==> config.mk <==
export PLATFORM = sky130hd
export DESIGN_NAME = interrupt_controller
export DESIGN_NICKNAME = d
export VERILOG_FILES = /design/src/rtl/interrupt_controller.sv
export SDC_FILE = /design/constraint.sdc
export NUM_CORES = 1
export LEC_CHECK = 0
export CAP_MARGIN = 0
export CORE_UTILIZATION = 52
export CTS_BUF_LIST = sky130_fd_sc_hd__clkbuf_4 sky130_fd_sc_hd__clkbuf_8 sky130_fd_sc_hd__clkbuf_16
export CTS_CLUSTER_SIZE = 40
export DETAILED_ROUTE_END_ITERATION = 6
export PLACE_DENSITY = 0.86
export SYNTH_ARGS = -nofsm -noshare
export SYNTH_HDL_FRONTEND = slang
export SYNTH_SLANG_ARGS = --single-unit
==> constraint.sdc <==
create_clock -name clk -period 3.5 [get_ports clk]
set_clock_uncertainty 0.05 [all_clocks]
set_input_delay 0.35 -clock clk [delete_from_list [all_inputs] [get_ports clk]]
set_output_delay 0.35 -clock clk [all_outputs]
set_load 0.01 [all_outputs]
==> src/rtl/interrupt_controller.sv <==
`default_nettype none
// ============================================================================
//  Module      : interrupt_controller
//  Description : Latches io/disk/quantum events, prioritises them and raises
//                intr toward the control unit with a request/ack/clear
//                handshake. Owns the user-mode preemption quantum timer.
//  Revision    : 1.0  initial release
// ============================================================================
module interrupt_controller #(
    parameter int QW       = 16,
    parameter int QDEFAULT = 1000,
    parameter int CW       = 32
) (
    input  logic          clk,
    input  logic          reset,
    input  logic          userMode,
    input  logic          kernelMode,
    input  logic          io_req,
    input  logic          disk_done,
    input  logic          inta,
    input  logic          clearIntr,
    input  logic          quantum_load,
    input  logic [QW-1:0] quantum_value,
    output logic          intr,
    output logic [CW-1:0] intr_code,
    output logic          user_active,
    output logic [2:0]    pending
);

    localparam logic [QW-1:0] c_q_one     = QW'(1);
    localparam logic [QW-1:0] c_q_default = QW'(QDEFAULT);

    typedef enum logic [1:0] {
        S_IDLE    = 2'd0,
        S_REQ     = 2'd1,
        S_SERVICE = 2'd2
    } state_t;

    state_t          r_state;
    state_t          w_state_next;
    logic            r_intr;
    logic            w_intr_next;
    logic [CW-1:0]   r_code;
    logic [CW-1:0]   w_code_next;
    logic            r_user_active;
    logic            w_user_next;
    logic [2:0]      r_pending;
    logic [2:0]      w_pending_next;
    logic [2:0]      w_clear_mask;
    logic [QW-1:0]   r_counter;
    logic [QW-1:0]   w_counter_next;
    logic [QW-1:0]   r_qreg;
    logic [1:0]      w_best;
    logic            w_ack;
    logic            w_decrement;
    logic            w_expire;

    // Acknowledge only counts while a request is outstanding; a coincident
    // kernelMode withdraws the request instead.
    assign w_ack       = (r_state == S_REQ) & inta & ~kernelMode;
    assign w_decrement = r_user_active & (r_counter != '0) & ~w_ack;
    assign w_expire    = ~userMode & w_decrement & (r_counter == c_q_one);

    always_comb begin
        w_best = 2'd0;
        if (r_pending[0]) begin
            w_best = 2'd1;
        end else if (r_pending[1]) begin
            w_best = 2'd2;
        end else if (r_pending[2]) begin
            w_best = 2'd3;
        end
    end

    always_comb begin
        w_clear_mask = 3'b000;
        if (w_ack) begin
            case (r_code[1:0])
                2'd1:    w_clear_mask = 3'b001;
                2'd2:    w_clear_mask = 3'b010;
                2'd3:    w_clear_mask = 3'b100;
                default: w_clear_mask = 3'b000;
            endcase
        end
    end

    // New events are OR-ed in after the clear so a same-cycle event survives.
    assign w_pending_next = (r_pending & ~w_clear_mask) | {w_expire, disk_done, io_req};

    always_comb begin
        w_user_next = r_user_active;
        if (kernelMode | w_ack) begin
            w_user_next = 1'b0;
        end else if (userMode) begin
            w_user_next = 1'b1;
        end
    end

    // A zero quantum loads a zero count, which never expires.
    always_comb begin
        w_counter_next = r_counter;
        if (userMode) begin
            w_counter_next = r_qreg;
        end else if (w_decrement) begin
            w_counter_next = r_counter - c_q_one;
        end
    end

    always_comb begin
        w_state_next = r_state;
        w_intr_next  = r_intr;
        w_code_next  = r_code;
        case (r_state)
            S_IDLE: begin
                if (r_user_active & ~kernelMode & (|r_pending)) begin
                    w_state_next = S_REQ;
                    w_intr_next  = 1'b1;
                    w_code_next  = {{(CW-2){1'b0}}, w_best};
                end
            end
            S_REQ: begin
                if (kernelMode) begin
                    w_state_next = S_IDLE;
                    w_intr_next  = 1'b0;
                    w_code_next  = '0;
                end else if (inta) begin
                    w_state_next = S_SERVICE;
                    w_intr_next  = 1'b0;
                end
            end
            S_SERVICE: begin
                if (clearIntr) begin
                    w_state_next = S_IDLE;
                    w_code_next  = '0;
                end
            end
            default: begin
                w_state_next = S_IDLE;
                w_intr_next  = 1'b0;
                w_code_next  = '0;
            end
        endcase
    end

    always_ff @(posedge clk) begin
        if (reset) begin
            r_state       <= S_IDLE;
            r_intr        <= 1'b0;
            r_code        <= '0;
            r_user_active <= 1'b0;
            r_pending     <= 3'b000;
            r_counter     <= '0;
            r_qreg        <= c_q_default;
        end else begin
            r_state       <= w_state_next;
            r_intr        <= w_intr_next;
            r_code        <= w_code_next;
            r_user_active <= w_user_next;
            r_pending     <= w_pending_next;
            r_counter     <= w_counter_next;
            if (quantum_load) begin
                r_qreg <= quantum_value;
            end
        end
    end

    assign intr        = r_intr;
    assign intr_code   = r_code;
    assign user_active = r_user_active;
    assign pending     = r_pending;

endmodule
`default_nettype wire

Figure 1. Cell outlines without signal wires.
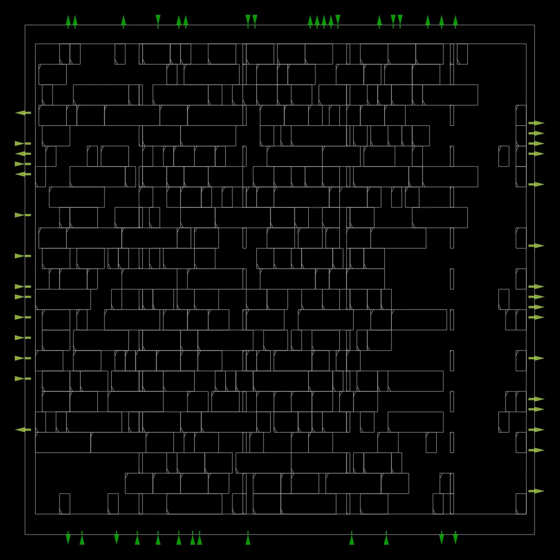
tap cells: 50
sequential share of cell area: 32.30%
fill cell count: 353

==> flow_metrics.py <==
# Flow results
metrics = {
    "run_status": {
        "status": "finished clean",
    },
    "route": {
        "highest_layer": "met4",
        "initialDrtViolationCount": 122,
        "dr_wl_met2_um": 2208,
    },
    "global_routing": {
        "grtUsageTotal_pct": 22.28,
        "use_met1_pct": 29.84,
    },
    "setup_path": {
        "startpoint_type": "input port",
        "cp_num_buf_inv": 1,
        "critical-path-top-delay-family": "simple AND/OR/NAND/NOR gates",
    },
    "clock_tree": {
        "path_clk_slew_ps": 70,
        "postCtsSetupRepairBufs": 0,
        "htree_num_levels": 2,
        "cts_resized": 0,
    },
    "floorplanning": {
        "die_h_um": 67.79,
    },
    "placed_design": {
        "placed_cells": 330,
        "place_area_sq_um": 2440,
    },
    "synthesis": {
        "top_area_share_pct": 36.46,
        "yosys_cells": 263,
        "syn_area_per_cell_sq_um": 8.559,
    },
    "timing": {
        "finalSetupViolCount": 0,
        "period_minus_slack_ps": 2355,
    },
    "pwr": {
        "post-layout-total-power_w": 0.001034,
    },
}
Figure 2. Wire density map.
The die is cut into 14 by 14 equal tiles; dark blue is low, red is high, scaled to the fullest tile. Values are wire area over tile area, all layers added.
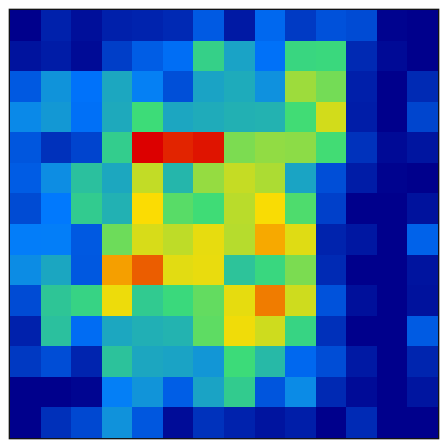
nearly empty tiles: 13%
densest ninth of the die: center
mean over tiles: 0.16

[power breakdown]
group / total (W) / internal (W) / leakage [nW] / switching [W]
Combinational: 0.000178 / 0.0000786 / 0.590 / 0.0000990
Sequential: 0.000520 / 0.000494 / 0.338 / 0.0000259
Clock: 0.000336 / 0.000178 / 0.0542 / 0.000158
[kinds of logic (layout without fill, tap and decap cells)]
family | after synthesis | in the layout | share of synthesized area [%]
AND/OR/NAND/NOR | 95 | 95 | 23.07
AND-OR/OR-AND | 55 | 55 | 17.51
buffers and inverters | 54 | 50 | 15.01
flip-flops | 41 | 41 | 36.46
multiplexers | 15 | 15 | 6.670
adder cells (fa/ha/maj) | 2 | 2 | 1.112
other | 1 | 30 | 0.1666
[layout make-up]
| class | count | area (sq um) | share of cell area (%) |
|---|---|---|---|
| Multi-Input combinational cell | 197 | 1201 | 47.27 |
| Sequential cell | 41 | 820.8 | 32.30 |
| Timing Repair Buffer | 32 | 317.8 | 12.51 |
| Clock buffer | 7 | 96.34 | 3.791 |
| Tap cell | 50 | 62.56 | 2.462 |
| Inverter | 10 | 37.54 | 1.477 |
| Clock inverter | 1 | 5.005 | 0.1969 |
[sequential cells by signal, indices dropped and copies added (netlist names)]
| signal | flops |
|---|---|
| user_active | 1 |
| r_qreg | 16 |
| r_counter | 16 |
| pending | 3 |
| intr_code | 2 |
| r_state | 2 |
| intr | 1 |
[stage by stage]
step / hold slack (ps) / setup slack (ps)
after floorplan: 374.4 / 1315
after global routing: 459.9 / 1014
after detailed placement: 417.0 / 890.1
after CTS: 431.8 / 1167
after global placement: 406.5 / 980.5
final: 429.1 / 1145
[how the worst max path moves through the flow]
stage,endpoint,depth (start not counted)
floorplan,r_counter[14],5
global placement,r_counter[12],5
detailed placement,r_counter[14],5
CTS,r_counter[14],4
global route,r_counter[5],4
finish,r_counter[12],5
Power and IR drop assume default switching activity.
